==> src/rtl/soc_led_clockwork.sv <==
// LED comet rotator with an 8N1 UART report of each new pattern; RXD synchronised but reserved.
// Latency: LEDS and TXD change on the step edge itself (start bit driven on the same edge as the new pattern).
// Backpressure: none; a step arriving while a frame is still in flight drops that byte, LEDS still advance.
module soc_led_clockwork #(
  parameter int STEP_DIV     = 64,
  parameter int CLKS_PER_BIT = 4
) (
  input  logic       CLK,
  input  logic       RESET,
  output logic [7:0] LEDS,
  input  logic       RXD,
  output logic       TXD
);

  localparam int SW = $clog2(STEP_DIV);
  localparam int CW = (CLKS_PER_BIT > 1) ? $clog2(CLKS_PER_BIT) : 1;

  localparam logic [SW-1:0] STEP_LAST = SW'(STEP_DIV - 1);
  localparam logic [CW-1:0] BIT_LAST  = CW'(CLKS_PER_BIT - 1);

  localparam logic [1:0] ST_IDLE  = 2'd0;
  localparam logic [1:0] ST_START = 2'd1;
  localparam logic [1:0] ST_DATA  = 2'd2;
  localparam logic [1:0] ST_STOP  = 2'd3;

  localparam logic [7:0] LEDS_RESET = 8'b0000_0111;

  // A frame must fit between two steps, otherwise bytes would be lost.
  generate
    if (STEP_DIV < 2 || CLKS_PER_BIT < 1 || STEP_DIV < 10 * CLKS_PER_BIT) begin : g_bad_params
      $error("soc_led_clockwork: need STEP_DIV >= 2, CLKS_PER_BIT >= 1, STEP_DIV >= 10*CLKS_PER_BIT");
    end
  endgenerate

  logic [1:0]    rxd_sync;
  logic          unused_rxd;
  logic [SW-1:0] step_cnt;
  logic          step_wrap;
  logic [7:0]    leds_next;
  logic [1:0]    tx_state;
  logic [CW-1:0] clk_cnt;
  logic [2:0]    bit_cnt;
  logic [7:0]    tx_shift;
  logic          bit_end;

  // Two-flop synchroniser for the receive pin; idles high like a UART line.
  always_ff @(posedge CLK or negedge RESET) begin
    if (!RESET) begin
      rxd_sync <= 2'b11;
    end else begin
      rxd_sync <= {rxd_sync[0], RXD};
    end
  end

  // Receive path is reserved; the synchronised level intentionally goes nowhere.
  assign unused_rxd = rxd_sync[1];

  assign step_wrap = (step_cnt == STEP_LAST);
  assign leds_next = {LEDS[6:0], LEDS[7]};
  assign bit_end   = (clk_cnt == BIT_LAST);

  // Free-running step divider, 0 .. STEP_DIV-1.
  always_ff @(posedge CLK or negedge RESET) begin
    if (!RESET) begin
      step_cnt <= '0;
    end else if (step_wrap) begin
      step_cnt <= '0;
    end else begin
      step_cnt <= step_cnt + 1'b1;
    end
  end

  // Comet pattern rotates left by one on every divider wrap.
  always_ff @(posedge CLK or negedge RESET) begin
    if (!RESET) begin
      LEDS <= LEDS_RESET;
    end else if (step_wrap) begin
      LEDS <= leds_next;
    end
  end

  // UART transmitter: start bit, 8 data bits LSB first, stop bit; frames launched by steps.
  // A step landing on the last stop-bit cycle chains straight into the next start bit so that
  // STEP_DIV == 10*CLKS_PER_BIT loses no byte.
  always_ff @(posedge CLK or negedge RESET) begin
    if (!RESET) begin
      tx_state <= ST_IDLE;
      clk_cnt  <= '0;
      bit_cnt  <= '0;
      tx_shift <= '0;
      TXD      <= 1'b1;
    end else begin
      case (tx_state)
        ST_IDLE: begin
          TXD     <= 1'b1;
          clk_cnt <= '0;
          bit_cnt <= '0;
          if (step_wrap) begin
            tx_shift <= leds_next;
            tx_state <= ST_START;
            TXD      <= 1'b0;
          end
        end

        ST_START: begin
          if (bit_end) begin
            clk_cnt  <= '0;
            bit_cnt  <= '0;
            tx_state <= ST_DATA;
            TXD      <= tx_shift[0];
          end else begin
            clk_cnt <= clk_cnt + 1'b1;
          end
        end

        ST_DATA: begin
          if (bit_end) begin
            clk_cnt  <= '0;
            tx_shift <= {1'b0, tx_shift[7:1]};
            if (bit_cnt == 3'd7) begin
              tx_state <= ST_STOP;
              TXD      <= 1'b1;
            end else begin
              bit_cnt <= bit_cnt + 1'b1;
              TXD     <= tx_shift[1];
            end
          end else begin
            clk_cnt <= clk_cnt + 1'b1;
          end
        end

        ST_STOP: begin
          if (bit_end) begin
            clk_cnt <= '0;
            bit_cnt <= '0;
            if (step_wrap) begin
              tx_shift <= leds_next;
              tx_state <= ST_START;
              TXD      <= 1'b0;
            end else begin
              tx_state <= ST_IDLE;
              TXD      <= 1'b1;
            end
          end else begin
            clk_cnt <= clk_cnt + 1'b1;
          end
        end

        default: begin
          tx_state <= ST_IDLE;
          clk_cnt  <= '0;
          bit_cnt  <= '0;
          TXD      <= 1'b1;
        end
      endcase
    end
  end

endmodule

==> config.mk <==
export PLATFORM = sky130hd
export DESIGN_NAME = soc_led_clockwork
export DESIGN_NICKNAME = d
export VERILOG_FILES = /design/src/rtl/soc_led_clockwork.sv
export SDC_FILE = /design/constraint.sdc
export NUM_CORES = 1
export LEC_CHECK = 0
export CELL_PAD_IN_SITES_DETAIL_PLACEMENT = 0
export CELL_PAD_IN_SITES_GLOBAL_PLACEMENT = 1
export CORE_MARGIN = 10
export CORE_UTILIZATION = 48
export DETAILED_ROUTE_END_ITERATION = 16
export PLACE_DENSITY_LB_ADDON = 0.1
export SLEW_MARGIN = 20
export SYNTH_ARGS = -nofsm -noshare
export SYNTH_HDL_FRONTEND = slang
export SYNTH_SLANG_ARGS = --single-unit
==> constraint.sdc <==
create_clock -name CLK -period 3.25 [get_ports CLK]
set_input_delay 0.65 -clock CLK [delete_from_list [all_inputs] [get_ports CLK]]
set_output_delay 0.65 -clock CLK [all_outputs]
set_load 0.01 [all_outputs]
==> reports/metrics.yaml <==
final_layout:
  final_cell_mix: "dfrtp_1, o21ai_0, nand2_1"
  final_area_sq_um: 1720
  diodes: 0
  layout-drive-gt1-share_pct: 10.0
  fin_nets: 171
  design.seq.count: 30
run_status:
  outcome: "completed"
floorplan:
  die_h_um: 76.9
  std_cell_rows: 20
  taps: 44
synth:
  yosysTopAreaCellShare_pct: 41.8
  synth_area_sq_um: 1560
  synth_cells: 148
  synthSimpleGateAreaFrac_pct: 14.0
  adder_share_pct: 7.23
  synth-async-reset-ratio_pct: 100
  largest_area_cell: "dfrtp_1"
  ys.flop_type: "dfrtp_1"
drt:
  ant_nets: 0
  route.detailed.drc: 0
setup_path:
  rr_startpoint: "tx_state[0]"
  endpoint_kind: "register"
  cp.depth: 7
  path_cells: "inv_1 -> ha_1 -> buf_4 -> nor3_1 -> a211oi_1 -> a21o_1 -> mux2_2"
  endpoint: "tx_state[1]"
clocking:
  post_cts_buffers: 0
  ctsResizeCount: 0
  cts.path.max_buffers: 2
pwr:
  comb_power_share_pct: 1.5
  maxPowerGroup: "sequential cells"
  pwr-share-clk_pct: 37.6
  swShare_pct: 21.7
  p_int_mw: 0.480
placed_design:
  hpwlAfterDp_um: 2090
global_routing:
  grt_start_max_net_pins: 31
  grt_pass1_vias: 1143
hold_path:
  hold_start: "clk_cnt[0]"
sta:
  final-hold-violation-count: 0
  setup_viol: 0
  grt_setup_unrepaired: "false"
job:
  drv_cap: 0
Metal 1:
Supply wires on this layer in gray.
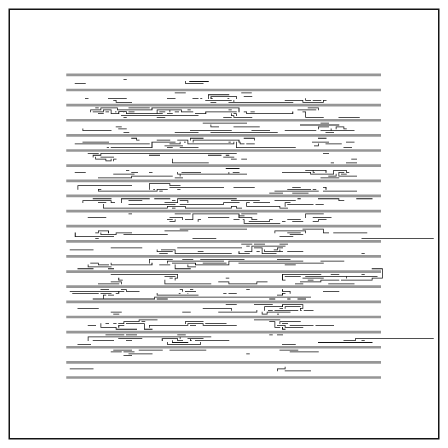
share of all routed wire: 48%
wire length on this layer: 1430 um
nets with wire on the layer: 150
via count: 1096
drt total wl: 3000 um
GRT met1 Usage: 12.9%

Signal wires on met2:
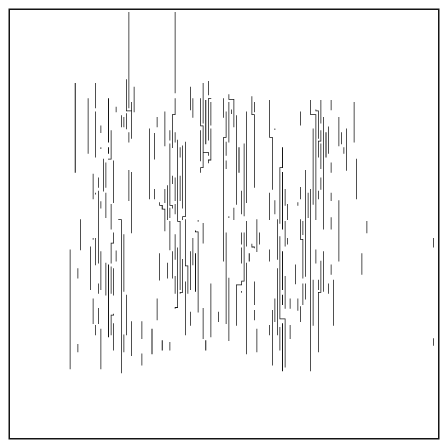
wire length on this layer: 1330 um
longest straight run: 32.6 um
grt met2 use: 16.3%

Metal 3:
Bar = 20 um.
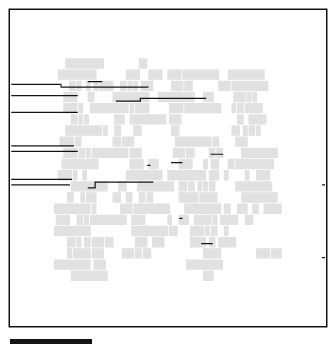
share of all routed wire: 5.9%
longest straight run: 21.2 um
nets with wire on the layer: 12
main direction: horizontal
GR Util met3: 4.31%

Clock nets:
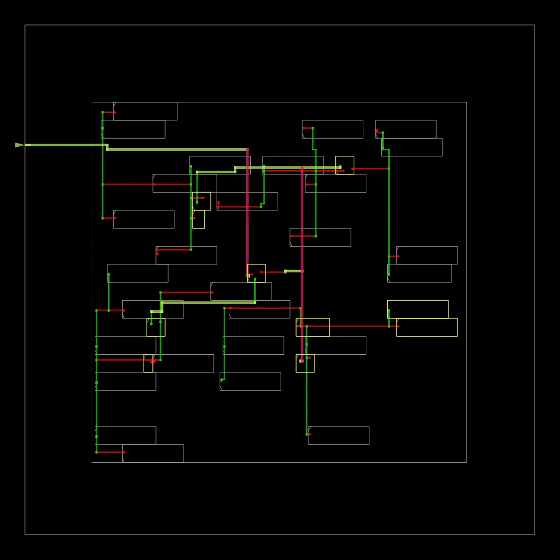
clk_buf instances: 7
Setup Skew: 0.0107 ns
clk sink count: 30
Insertion Delay late pin: 0.33 ns

Gate families picked out:
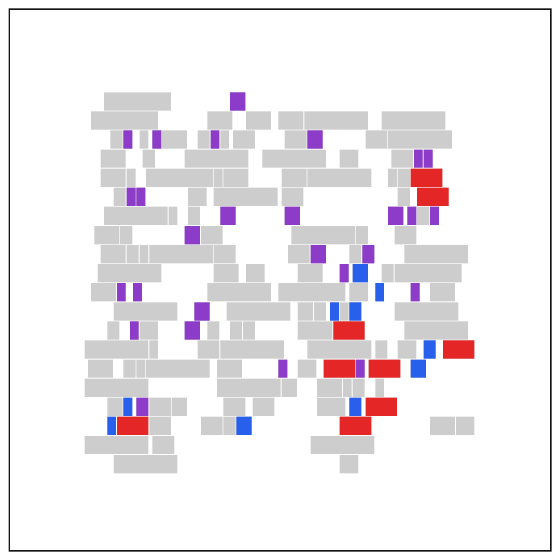
legend:
  purple:
    family: NAND gates
    cells: 27
    most_used: nand2_1
  blue:
    family: NOR gates
    cells: 10
    most_used: nor2_1
  red:
    family: adder and majority cells
    cells: 9
    most_used: ha_1
Post-Layout Cell Count: 204
Commonest Layout Cell: dfrtp_1
logic share of the area: 40.2%

Power and IR drop assume default switching activity.
